<file path="src/rtl/mem_pkg.sv">
// Shared encodings for the CPU-side memory access unit: request sizes,
// FSM states and the default read latency of the memory controller.
package mem_pkg;

    localparam logic [1:0] SZ_BYTE = 2'b00;
    localparam logic [1:0] SZ_HALF = 2'b01;
    localparam logic [1:0] SZ_WORD = 2'b10;
    localparam logic [1:0] SZ_RSVD = 2'b11;

    localparam int unsigned MEM_LAT_DEFAULT = 1;

    typedef enum logic [1:0] {
        ST_IDLE = 2'b00,
        ST_RD   = 2'b01,
        ST_WR   = 2'b10,
        ST_RESP = 2'b11
    } state_e;

    // A request faults before touching memory if its size is reserved or
    // its address is not naturally aligned for that size.
    function automatic logic is_misaligned(input logic [1:0] size, input logic [1:0] off);
        logic bad;
        case (size)
            SZ_BYTE: bad = 1'b0;
            SZ_HALF: bad = off[0];
            SZ_WORD: bad = (off != 2'b00);
            default: bad = 1'b1;
        endcase
        return bad;
    endfunction

endpackage

</file>
<file path="src/rtl/mem_lane_align.sv">
// Little-endian lane handling: extracts a byte/half/word from a memory word
// with sign or zero extension, and merges store data into a memory word.
module mem_lane_align
    import mem_pkg::*;
(
    input  logic [31:0] word_i,
    input  logic [1:0]  off_i,
    input  logic [1:0]  size_i,
    input  logic        signed_i,
    input  logic [31:0] wdata_i,
    output logic [31:0] load_o,
    output logic [31:0] merge_o
);

    logic [7:0]  byte_sel;
    logic [15:0] half_sel;

    always_comb begin
        // NOTE: every output of this block gets a value before any case/if,
        // so no path can leave one unassigned and infer a latch.
        byte_sel = word_i[{off_i, 3'b000} +: 8];
        half_sel = off_i[1] ? word_i[31:16] : word_i[15:0];
        load_o   = word_i;
        merge_o  = word_i;

        case (size_i)
            SZ_BYTE: begin
                load_o = {{24{signed_i & byte_sel[7]}}, byte_sel};
                merge_o[{off_i, 3'b000} +: 8] = wdata_i[7:0];
            end
            SZ_HALF: begin
                load_o = {{16{signed_i & half_sel[15]}}, half_sel};
                if (off_i[1]) begin
                    merge_o[31:16] = wdata_i[15:0];
                end else begin
                    merge_o[15:0] = wdata_i[15:0];
                end
            end
            default: begin
                load_o  = word_i;
                merge_o = wdata_i;
            end
        endcase
    end

endmodule

</file>
<file path="src/rtl/mem_access_unit.sv">
// Sequences one CPU load/store at a time onto the word-wide memory controller
// port, doing read-modify-write for sub-word stores and returning a response.
module mem_access_unit
    import mem_pkg::*;
#(
    parameter int unsigned MEM_LAT = MEM_LAT_DEFAULT
) (
    input  logic        clk,
    input  logic        rst,
    input  logic        req_valid,
    output logic        req_ready,
    input  logic        req_write,
    input  logic [1:0]  req_size,
    input  logic        req_signed,
    input  logic [31:0] req_addr,
    input  logic [31:0] req_wdata,
    output logic        rsp_valid,
    input  logic        rsp_ready,
    output logic [31:0] rsp_rdata,
    output logic        rsp_fault,
    output logic        mem_we,
    output logic [31:0] mem_addr,
    output logic [31:0] mem_wdata,
    input  logic [31:0] mem_rdata,
    input  logic        mem_error
);

    state_e      state_q, state_d;
    logic [2:0]  cnt_q, cnt_d;
    logic        first_q, first_d;
    logic        op_write_q, op_write_d;
    logic [1:0]  op_size_q, op_size_d;
    logic        op_signed_q, op_signed_d;
    logic [31:0] op_addr_q, op_addr_d;
    logic [31:0] op_wdata_q, op_wdata_d;
    logic        mem_we_q, mem_we_d;
    logic [31:0] mem_addr_q, mem_addr_d;
    logic [31:0] mem_wdata_q, mem_wdata_d;
    logic        rsp_valid_q, rsp_valid_d;
    logic [31:0] rsp_rdata_q, rsp_rdata_d;
    logic        rsp_fault_q, rsp_fault_d;
    logic [31:0] lane_load;
    logic [31:0] lane_merge;

    mem_lane_align u_lane_align (
        .word_i   (mem_rdata),
        .off_i    (op_addr_q[1:0]),
        .size_i   (op_size_q),
        .signed_i (op_signed_q),
        .wdata_i  (op_wdata_q),
        .load_o   (lane_load),
        .merge_o  (lane_merge)
    );

    always_comb begin
        state_d     = state_q;
        cnt_d       = cnt_q;
        first_d     = first_q;
        op_write_d  = op_write_q;
        op_size_d   = op_size_q;
        op_signed_d = op_signed_q;
        op_addr_d   = op_addr_q;
        op_wdata_d  = op_wdata_q;
        mem_we_d    = 1'b0;
        mem_addr_d  = mem_addr_q;
        mem_wdata_d = mem_wdata_q;
        rsp_valid_d = rsp_valid_q;
        rsp_rdata_d = rsp_rdata_q;
        rsp_fault_d = rsp_fault_q;

        case (state_q)
            ST_IDLE: begin
                if (req_valid) begin
                    op_write_d  = req_write;
                    op_size_d   = req_size;
                    op_signed_d = req_signed;
                    op_addr_d   = req_addr;
                    op_wdata_d  = req_wdata;
                    cnt_d       = 3'(MEM_LAT);
                    first_d     = 1'b1;
                    if (is_misaligned(req_size, req_addr[1:0])) begin
                        state_d = ST_RESP;
                    end else if (!req_write || req_size != SZ_WORD) begin
                        state_d = ST_RD;
                    end else begin
                        state_d = ST_WR;
                    end
                end
            end

            // First RD cycle presents the address; the countdown then covers
            // the controller's read latency before data is sampled.
            ST_RD: begin
                if (first_q) begin
                    first_d    = 1'b0;
                    mem_addr_d = {op_addr_q[31:2], 2'b00};
                end else if (cnt_q != 3'd0) begin
                    cnt_d = cnt_q - 3'd1;
                end else if (mem_error) begin
                    state_d     = ST_RESP;
                    rsp_valid_d = 1'b1;
                    rsp_fault_d = 1'b1;
                    rsp_rdata_d = '0;
                end else if (!op_write_q) begin
                    state_d     = ST_RESP;
                    rsp_valid_d = 1'b1;
                    rsp_fault_d = 1'b0;
                    rsp_rdata_d = lane_load;
                end else begin
                    state_d     = ST_WR;
                    mem_we_d    = 1'b1;
                    mem_wdata_d = lane_merge;
                end
            end

            ST_WR: begin
                if (first_q) begin
                    first_d     = 1'b0;
                    mem_we_d    = 1'b1;
                    mem_addr_d  = {op_addr_q[31:2], 2'b00};
                    mem_wdata_d = op_wdata_q;
                end else begin
                    state_d     = ST_RESP;
                    rsp_valid_d = 1'b1;
                    rsp_fault_d = mem_error;
                    rsp_rdata_d = '0;
                end
            end

            // Entered with rsp_valid low only from the pre-check fault path.
            ST_RESP: begin
                if (!rsp_valid_q) begin
                    rsp_valid_d = 1'b1;
                    rsp_fault_d = 1'b1;
                    rsp_rdata_d = '0;
                end else if (rsp_ready) begin
                    state_d     = ST_IDLE;
                    rsp_valid_d = 1'b0;
                    rsp_fault_d = 1'b0;
                    rsp_rdata_d = '0;
                end
            end

            default: state_d = ST_IDLE;
        endcase
    end

    always_ff @(posedge clk) begin
        // NOTE: state registers use non-blocking assignments so every flop
        // samples the pre-edge value of every other flop.
        if (rst) begin
            state_q     <= ST_IDLE;
            cnt_q       <= '0;
            first_q     <= 1'b0;
            op_write_q  <= 1'b0;
            op_size_q   <= SZ_BYTE;
            op_signed_q <= 1'b0;
            op_addr_q   <= '0;
            op_wdata_q  <= '0;
            mem_we_q    <= 1'b0;
            mem_addr_q  <= '0;
            mem_wdata_q <= '0;
            rsp_valid_q <= 1'b0;
            rsp_rdata_q <= '0;
            rsp_fault_q <= 1'b0;
        end else begin
            state_q     <= state_d;
            cnt_q       <= cnt_d;
            first_q     <= first_d;
            op_write_q  <= op_write_d;
            op_size_q   <= op_size_d;
            op_signed_q <= op_signed_d;
            op_addr_q   <= op_addr_d;
            op_wdata_q  <= op_wdata_d;
            mem_we_q    <= mem_we_d;
            mem_addr_q  <= mem_addr_d;
            mem_wdata_q <= mem_wdata_d;
            rsp_valid_q <= rsp_valid_d;
            rsp_rdata_q <= rsp_rdata_d;
            rsp_fault_q <= rsp_fault_d;
        end
    end

    assign req_ready = (state_q == ST_IDLE);
    assign mem_we    = mem_we_q;
    assign mem_addr  = mem_addr_q;
    assign mem_wdata = mem_wdata_q;
    assign rsp_valid = rsp_valid_q;
    assign rsp_rdata = rsp_rdata_q;
    assign rsp_fault = rsp_fault_q;

endmodule

</file>
<file path="config.mk">
export PLATFORM = sky130hd
export DESIGN_NAME = mem_access_unit
export DESIGN_NICKNAME = d
export VERILOG_FILES = /design/src/rtl/mem_pkg.sv /design/src/rtl/mem_lane_align.sv /design/src/rtl/mem_access_unit.sv
export SDC_FILE = /design/constraint.sdc
export NUM_CORES = 1
export LEC_CHECK = 0
export CORE_UTILIZATION = 23
export CTS_CLUSTER_DIAMETER = 40
export DETAILED_ROUTE_END_ITERATION = 8
export DONT_BUFFER_PORTS = 1
export PLACE_DENSITY_LB_ADDON = 0.05
export SLEW_MARGIN = 20
export SYNTH_ARGS = -nofsm -noshare
export SYNTH_HDL_FRONTEND = slang
export SYNTH_SLANG_ARGS = --single-unit
</file>
<file path="constraint.sdc">
create_clock -name clk -period 2.75 [get_ports clk]
set_clock_uncertainty 0.15 [all_clocks]
set_input_delay 0.4125 -clock clk [delete_from_list [all_inputs] [get_ports clk]]
set_output_delay 0.4125 -clock clk [all_outputs]
set_load 0.05 [all_outputs]
</file>
port_trees.png
Scale: 1.5 px per um.
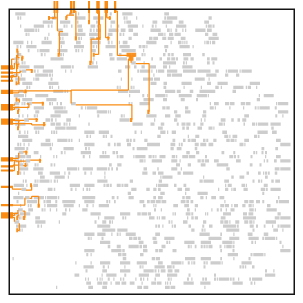
| colour | port | direction | edge | end cells | buffers | wire |
|---|---|---|---|---|---|---|
| orange | req_addr | input | 22 west, 10 north | 35 | 26 | 722 um |
IO Pins: 205
IO buf count: 0

sizing.png
Scale: 2 px per um.
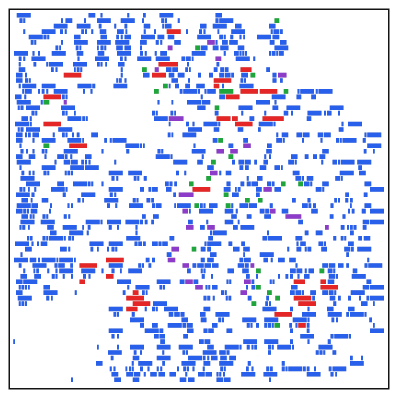
| colour | size | cells | most used |
|---|---|---|---|
| green | x3 and x4 | 31 | buf_4 |
| purple | x2 | 27 | mux2_2 |
| blue | x1 and smaller | 1000 | nand2_1 |
| red | x6 and larger | 33 | clkbuf_16 |
design area: 10100 um2
Layout area overhead: 25.8%
worst setup margin: 192 ps
Non-clk bufs: 128

layers.png
Scale: 2 px per um. Two of the layers only.
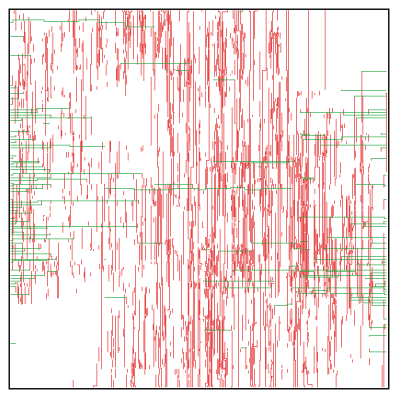
| colour | layer | wire length |
|---|---|---|
| green | M3 | 2220 um |
| red | M2 | 16000 um |
Wirelength per Cell: 22.0 um
Total GRT Usage: 19.1%
detailed-route wire length: 34.0 mm
Vias: 7654

placed.png
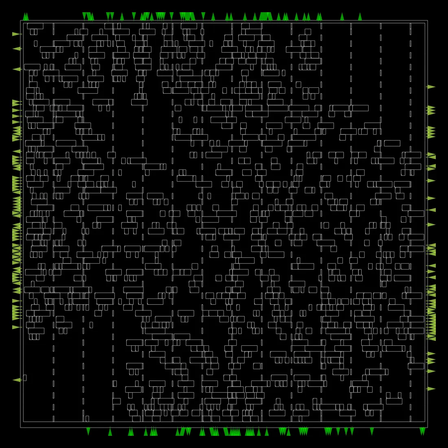
Finished Layout Cells: 1546
# rows: 68
Seq/total area: 33.9%
Well Taps: 455
flip-flops: 171

pinout.png
Scale: 2 px per um. Pins as bars across the die edge, other pins in grey.
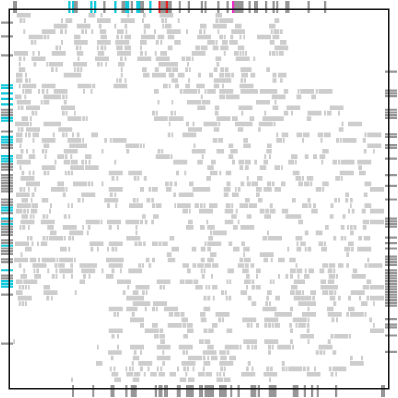
| colour | port | pins | direction | edge |
|---|---|---|---|---|
| cyan | req_addr | 32 | input | 22 west, 10 north |
| red | req_size | 2 | input | north |
| magenta | mem_we | 1 | output | north |
Die Wd: 189 um
die height: 189 um

==> qor.csv <==
stage,metric,value,unit
status,outcome,"finished, final reports clean",
detailed_routing,wl_met1,15.2,mm
layout,diodes,0,
detailed_routing,drt_iter0_drc,492,
worst_setup_path,path_buffers,4,
power,sequentialPower,3.54,mW
layout,nNetsFinal,1194,
sta,drv_slew,0,
layout,finish.utilization,29.3,%
placement,dpl.hpwl,23.6,mm
sta,whs,18.5,ps
min_path,hp-start,req_wdata[31],
power,p_switching,3.85,mW
detailed_routing,wl_met2,16.0,mm
worst_setup_path,cp.arrival,2800,ps
power,clk-power,2.51,mW
layout,combGateArea,4200,um2
worst_setup_path,critPathKind,flop to flop,
detailed_routing,drc,0,
layout,dominant_cells,combinational gates,
floorplanning,dieArea,35700,um2
power,leakagePower,3.46,nW
layout,clkbuf_count,17,
detailed_routing,via_per_inst,4.95,
clocking,cts_buffers,17,
clocking,clk_pin_slew,70,ps
sta,rsz0062_at_grt,no,
power,pwr-share-comb,33.3,%
layout,buffer_area_share,12.6,%
detailed_routing,ant_nets,0,
clocking,cts_tree,built,
global_route,top_usage_layer,met2,
power,power.group.top,sequential cells,
worst_setup_path,cpLargestDelayFamily,buffers and inverters,
detailed_routing,met3_wirelength,2.22,mm
sta,finalCritPeriodShare,93.0,%
worst_setup_path,cpMaxStageDelayCell,dlygate4sd3_1,
synthesis,netlist-cell-type-count,62,
job,drv_cap,0,
synthesis,synthArstFlopShare,0,%
clocking,cts.sinks,171,
global_route,met2_usage,31.2,%
sta,fin_setup_tns,0,ps
synthesis,yosysCellCount,1017,
synthesis,netlist_area,8040,um2
placement,dp.cells,1417,
clocking,clockBufferDepth,2,
cell families after synthesis:
kind of cell,share of synthesized area (%)
multiplexers,3.07
adder cells (fa/ha/maj),1.71
AND/OR/NAND/NOR,21.7
other,0.0467
buffers and inverters,5.49
flip-flops,42.6
AND-OR/OR-AND,25.4
what timing repair did:
item,in CTS,in global routing
buffers inserted,0,0
setup endpoints to repair,0,1
gates resized,0,1
hold endpoints to repair,154,0
hold buffers,97,0
final timing paths:
path	endpoint	slack [ps]	cells after the start
worst max-delay path	rsp_fault	190	9
worst min register to register	mem_addr[4]	290	2
worst max register to register	rsp_fault	190	9
worst min-delay path	op_wdata_q[31]	20	2
Power and IR drop assume default switching activity.
